--- src/rtl/dds_drg_emulator.sv ---
// Cycle-level model of the AD9910 digital ramp generator (DRG).
// It registers the ramp control pins, runs a clamped ramp accumulator between
// shadow-loaded limits and drives drover back to the FPGA timing logic.
module dds_drg_emulator #(
  parameter int WIDTH  = 16,
  parameter int RATE_W = 16
) (
  input  logic              sys_clk,
  input  logic              sys_rst,
  input  logic              drg_enable,
  input  logic              io_update,
  input  logic [WIDTH-1:0]  cfg_lower,
  input  logic [WIDTH-1:0]  cfg_upper,
  input  logic [WIDTH-1:0]  cfg_step_up,
  input  logic [WIDTH-1:0]  cfg_step_down,
  input  logic [RATE_W-1:0] cfg_rate_up,
  input  logic [RATE_W-1:0] cfg_rate_down,
  input  logic              drctl,
  input  logic              drhold,
  output logic              drover,
  output logic [WIDTH-1:0]  ramp_value,
  output logic              cfg_error
);

  typedef enum logic [2:0] {
    ST_IDLE      = 3'd0,
    ST_AT_LOWER  = 3'd1,
    ST_RAMP_UP   = 3'd2,
    ST_AT_UPPER  = 3'd3,
    ST_RAMP_DOWN = 3'd4,
    ST_ERROR     = 3'd5
  } state_t;

  logic [1:0]        iou_sync_q, drctl_sync_q, drhold_sync_q;
  logic [WIDTH-1:0]  lower_q, upper_q, step_up_q, step_down_q;
  logic [RATE_W-1:0] rate_up_q, rate_down_q;
  state_t            state_q, state_d;
  logic [WIDTH-1:0]  acc_q, acc_d;
  logic [RATE_W-1:0] cnt_q, cnt_d;
  logic              drover_q, drover_d;
  logic              cfg_error_q, cfg_error_d;

  logic              load_s, dir_up_s, hold_s, tick_s;
  logic [RATE_W-1:0] rate_s;
  logic [WIDTH:0]    sum_up_s, floor_dn_s;
  logic [WIDTH-1:0]  next_up_s, next_dn_s;

  // Two-stage input registers; stage [0] is the newest sample.
  always_ff @(posedge sys_clk) begin
    if (sys_rst) begin
      iou_sync_q    <= 2'b00;
      drctl_sync_q  <= 2'b00;
      drhold_sync_q <= 2'b00;
    end else begin
      iou_sync_q    <= {iou_sync_q[0], io_update};
      drctl_sync_q  <= {drctl_sync_q[0], drctl};
      drhold_sync_q <= {drhold_sync_q[0], drhold};
    end
  end

  assign load_s   = iou_sync_q[0] & ~iou_sync_q[1];
  assign dir_up_s = drctl_sync_q[1];
  assign hold_s   = drhold_sync_q[1];

  // Shadow configuration captured on every io_update rising edge.
  always_ff @(posedge sys_clk) begin
    if (sys_rst) begin
      lower_q     <= {WIDTH{1'b0}};
      upper_q     <= {WIDTH{1'b0}};
      step_up_q   <= {WIDTH{1'b0}};
      step_down_q <= {WIDTH{1'b0}};
      rate_up_q   <= {RATE_W{1'b0}};
      rate_down_q <= {RATE_W{1'b0}};
    end else if (load_s) begin
      lower_q     <= cfg_lower;
      upper_q     <= cfg_upper;
      step_up_q   <= cfg_step_up;
      step_down_q <= cfg_step_down;
      rate_up_q   <= cfg_rate_up;
      rate_down_q <= cfg_rate_down;
    end
  end

  // Rate selection and clamped step arithmetic, one bit wider than the data.
  always_comb begin
    rate_s     = (state_q == ST_RAMP_DOWN) ? rate_down_q : rate_up_q;
    tick_s     = (cnt_q == rate_s);
    sum_up_s   = {1'b0, acc_q} + {1'b0, step_up_q};
    floor_dn_s = {1'b0, lower_q} + {1'b0, step_down_q};
    if (sum_up_s >= {1'b0, upper_q}) begin
      next_up_s = upper_q;
    end else begin
      next_up_s = sum_up_s[WIDTH-1:0];
    end
    if ({1'b0, acc_q} < floor_dn_s) begin
      next_dn_s = lower_q;
    end else begin
      next_dn_s = acc_q - step_down_q;
    end
  end

  // Ramp FSM next state, accumulator, rate counter and registered flags.
  always_comb begin
    state_d = state_q;
    acc_d   = acc_q;
    cnt_d   = cnt_q;
    if (load_s && drg_enable) begin
      acc_d   = cfg_lower;
      cnt_d   = {RATE_W{1'b0}};
      state_d = (cfg_lower <= cfg_upper) ? ST_AT_LOWER : ST_ERROR;
    end else if (!drg_enable) begin
      state_d = ST_IDLE;
    end else if (hold_s) begin
      state_d = state_q;
    end else begin
      case (state_q)
        ST_IDLE:     state_d = ST_IDLE;
        ST_ERROR:    state_d = ST_ERROR;
        ST_AT_LOWER: if (dir_up_s) state_d = ST_RAMP_UP; else state_d = ST_AT_LOWER;
        ST_AT_UPPER: if (!dir_up_s) state_d = ST_RAMP_DOWN; else state_d = ST_AT_UPPER;
        ST_RAMP_UP: begin
          if (!dir_up_s) begin
            state_d = ST_RAMP_DOWN;
          end else if (tick_s) begin
            acc_d = next_up_s;
            cnt_d = {RATE_W{1'b0}};
            if (next_up_s == upper_q) state_d = ST_AT_UPPER; else state_d = ST_RAMP_UP;
          end else begin
            cnt_d = cnt_q + RATE_W'(1);
          end
        end
        ST_RAMP_DOWN: begin
          if (dir_up_s) begin
            state_d = ST_RAMP_UP;
          end else if (tick_s) begin
            acc_d = next_dn_s;
            cnt_d = {RATE_W{1'b0}};
            if (next_dn_s == lower_q) state_d = ST_AT_LOWER; else state_d = ST_RAMP_DOWN;
          end else begin
            cnt_d = cnt_q + RATE_W'(1);
          end
        end
        default: state_d = ST_IDLE;
      endcase
    end
    // Every state change restarts the step interval.
    if (state_d != state_q) begin
      cnt_d = {RATE_W{1'b0}};
    end else begin
      cnt_d = cnt_d;
    end
    // A frozen ramp keeps drover as it was, whatever drctl does meanwhile.
    if (drg_enable && !load_s && hold_s) begin
      drover_d = drover_q;
    end else begin
      drover_d = ((state_d == ST_AT_UPPER) && dir_up_s) ||
                 ((state_d == ST_AT_LOWER) && !dir_up_s);
    end
    cfg_error_d = (state_d == ST_ERROR);
  end

  // State, accumulator, counter and output flag registers.
  always_ff @(posedge sys_clk) begin
    if (sys_rst) begin
      state_q     <= ST_IDLE;
      acc_q       <= {WIDTH{1'b0}};
      cnt_q       <= {RATE_W{1'b0}};
      drover_q    <= 1'b0;
      cfg_error_q <= 1'b0;
    end else begin
      state_q     <= state_d;
      acc_q       <= acc_d;
      cnt_q       <= cnt_d;
      drover_q    <= drover_d;
      cfg_error_q <= cfg_error_d;
    end
  end

  assign ramp_value = acc_q;
  assign drover     = drover_q;
  assign cfg_error  = cfg_error_q;

endmodule

--- config.mk ---
export PLATFORM = sky130hd
export DESIGN_NAME = dds_drg_emulator
export DESIGN_NICKNAME = d
export VERILOG_FILES = /design/src/rtl/dds_drg_emulator.sv
export SDC_FILE = /design/constraint.sdc
export NUM_CORES = 1
export LEC_CHECK = 0
export CAP_MARGIN = 5
export CELL_PAD_IN_SITES_DETAIL_PLACEMENT = 2
export CELL_PAD_IN_SITES_GLOBAL_PLACEMENT = 2
export CORE_MARGIN = 5
export CORE_UTILIZATION = 30
export CTS_CLUSTER_DIAMETER = 120
export DETAILED_ROUTE_END_ITERATION = 10
export GPL_TIMING_DRIVEN = 0
export PLACE_DENSITY_LB_ADDON = 0.2
export SLEW_MARGIN = 20
export SYNTH_ARGS = -nofsm -noshare
export SYNTH_HDL_FRONTEND = slang
export SYNTH_SLANG_ARGS = --single-unit
--- constraint.sdc ---
create_clock -name sys_clk -period 5.2 [get_ports sys_clk]
set_input_delay 1.04 -clock sys_clk [delete_from_list [all_inputs] [get_ports sys_clk]]
set_output_delay 1.04 -clock sys_clk [all_outputs]
set_load 0.1 [all_outputs]
==> images/placed.png <==
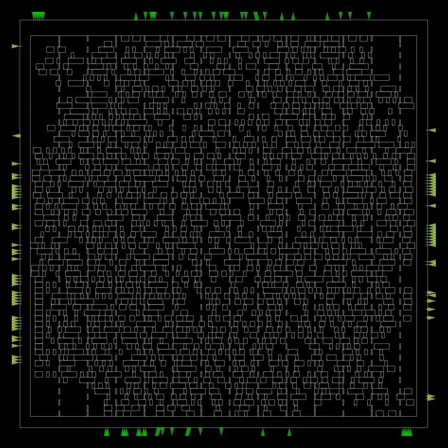
tally of filler cells in the layout: 4081
Finished Core Util: 38.19%
num tapcells: 455
count of flip-flops and latches: 139

==> notes.md <==
Physical implementation.

- For the worst setup path, the data required time is 5580 ps.
- The worst ir drop on vdd is 0.2381 mV.
- The post-route fraction of the period consumed by the critical path is 99.13%.
- Hold timing on the final database bottoms out at a slack of 441.6 ps.
- The flow ran to the end, and the final reports show no timing, DRC or antenna violations.
- The launch point of the worst min-delay path is recorded as drctl_sync_q[0].
- The maximum achievable frequency is 194.0 MHz.
- The sequential cells in the finished layout cover a total of 2795 µm².
- The type of the worst setup path is flop to flop.
- The placement row count is 68.
- The number of global-route vias before repair is 12269.
- At the pin with the least slew margin, the transition time is 1045 ps.
- Summing all multi-input logic gate instances after layout gives 7400 µm².
- According to the finish report, the design has a final net count of 1795.
- The first global-routing pass estimated 71.28 mm of wire.
- The iteration count recorded for the first detailed-route pass is 5.
- The summed negative setup slack over all endpoints is 0 ps.
- The largest driver fanout on the critical path is 9.
- The setup skew after layout is 14.86 ps.
- The post-detailed-placement cell area is 12370 µm².
- The floorplan step set the die width to 198.0 µm.
- The synthesis stat section lists a flop and latch total of 139.
- Recorded from the global router log, the overflow total was 0.
- The die extent in y is 198.0 µm.
- In this run the critical path is formed by ha_1, clkbuf_1, and2_1, a311oi_2, a31oi_1, nor2_2, o21ai_0, xor2_1, ha_1, nand4_1, nor3_2, o31ai_1, a41o_1, o2111a_2, nor2_1, a21oi_1, o221ai_1, o31ai_2, a2111o_1, buf_6, nor2_1.
- The overall track demand over capacity in global routing is 23.63%.
- Looking at the clock tree report, the H-tree level count equals 4.
- The synthesized design contains 0 enable-type register cells.
- The total power per unit cell area is 265.9 nW/µm².
- Entering global routing, the biggest net connects 17 pins.
- The CTS report gives the tree buffer count as 17.
- The clock slew seen by the registers of the worst setup and hold paths is 70 ps.
- The max-cap violation count is 0.
- The post-detailed-placement half-perimeter wirelength is 37.33 mm.
- The top cell types in the final layout, fill and taps aside, are 263 x nand2_1, 154 x a21oi_1, 133 x dfxtp_1, 117 x clkdlybuf4s50_1, 100 x nor2_1.
- Per STA, the endpoint of the critical path is cnt_q[9].
- The overall routed net length is 46.78 mm.
- The number of antenna repair diodes is 0.
- The post-place setup slack is -1729 ps.
- The clock latency on the worst-skew pair is 450 ps.
- The total standard cell area after synthesis is 10610 µm².
- The number of port buffers is 117.
- The worst hold path belongs to the class flop to flop.
- The sink count of the clock tree is 139.
- The number of warnings printed during yosys synthesis is 0.
- The reg-to-reg setup timing slack is 50 ps.
- The root buffer cell chosen for the clock tree is clkbuf_16.
- The synthesized chip area reported by yosys is 10610 µm².
- The number of cells in the yosys synthesis report is 1444.
- The minimum setup slack in the final design is 45.08 ps.
- The mean routed wirelength per cell is 22.68 µm.
==> images/util_map.png <==
The die is cut into 20 by 20 equal tiles; white is low, dark blue is high, 0 to 100% covered.
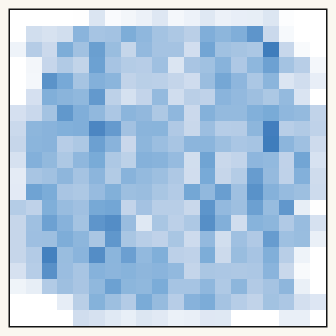
The fullest tile reaches 69%. The mean over all tiles is 32%. 7.7% of the tiles are nearly empty.

==> worst max-delay path, delay by kind of cell (launching register included) <==
family,cells,cell delay [ps]
AOI/OAI and AO/OA,10,2270
xor gates and xnor gates,1,210
adders and majority gates,2,600
buffers and inverters,2,420
DFF,1,480
and+or+nand+nor,6,1080
==> per-layer routing <==
layer	wire, µm	vias to the layer above	GRT usage, %
met5	0	-	0
met4	1470	0	8.467
met3	1397	60	3.386
met2	22900	190	41.14
met1	21010	5596	29.77
li1	-	5393	-
==> power breakdown <==
| part | switching, W | internal, W | leakage, nW |
|---|---|---|---|
| Sequential | 0.0000613 | 0.00111 | 1.14 |
| Clock | 0.000520 | 0.000685 | 0.264 |
| Combinational | 0.000710 | 0.000440 | 3.73 |
==> area by class of cell <==
class	count	area share, %
clock buffer	23	3.530
sequential	139	21.08
buffer	77	2.482
tap	455	4.294
clock inverter	9	0.6701
multi-input combinational	1145	55.81
timing repair buffer	134	9.834
inverter	81	2.293
==> logic make-up after synthesis <==
kind of cell	Yosys count	synth area share [%]
and+or+nand+nor	547	23.17
AOI/OAI and AO/OA	391	23.24
buffers and inverters	160	5.922
DFF	139	26.24
adders and majority gates	98	11.77
xor gates and xnor gates	91	7.927
muxes	18	1.734
==> sequential cells by signal, summed over array words and instances (netlist names) <==
name	flops
drhold_sync_q	2
rate_up_q	16
state_q	3
iou_sync_q	2
lower_q	16
cnt_q	16
ramp_value	16
upper_q	16
cfg_error	1
drover	1
step_up_q	16
drctl_sync_q	2
step_down_q	16
rate_down_q	16
==> timing repair <==
item	in CTS	in global routing
setup buffers	11	4
hold buffers	0	0
gates cloned	1	0
setup endpoints to repair	36	34
gates resized	42	27
pin swaps	33	5
==> per-stage QoR <==
stage | cells | total power, W
after floorplan | 1444 | 0.001874
after global placement | 2016 | 0.002248
after detailed placement | 2017 | 0.002279
after CTS | 2060 | 0.003543
after global routing | 2063 | 0.003700
final | 2063 | 0.003526
==> Yosys cell counts, drive strengths merged (4+ instances only) <==
cell / number / area share, %
nand2: 263 / 9.3
a21oi: 159 / 7.5
dfxtp: 139 / 26
nor2: 112 / 4.0
ha: 95 / 11
inv: 81 / 2.9
clkbuf: 67 / 2.5
o21ai: 56 / 2.6
xnor2: 54 / 4.5
a211oi: 47 / 3.3
nor3: 35 / 1.7
xor2: 34 / 2.8
nand3: 29 / 1.4
nand4: 21 / 1.2
a21o: 17 / 1.2
a31oi: 17 / 1.0
nor2b: 17 / 1.0
mux2i: 15 / 1.4
nand2b: 14 / 0.83
buf: 12 / 0.59
o211ai: 11 / 0.78
o21a: 11 / 0.78
and3: 10 / 0.59
nor4: 10 / 0.65
a311oi: 7 / 0.58
o21bai: 7 / 0.50
o41ai: 7 / 0.58
or3: 7 / 0.41
and2: 6 / 0.35
and4: 6 / 0.51
o31ai: 6 / 0.42
a211o: 5 / 0.41
a221oi: 5 / 0.41
or2: 5 / 0.32
a2111oi: 4 / 0.33
a21boi: 4 / 0.28
Power is estimated from default activity; no workload was simulated.
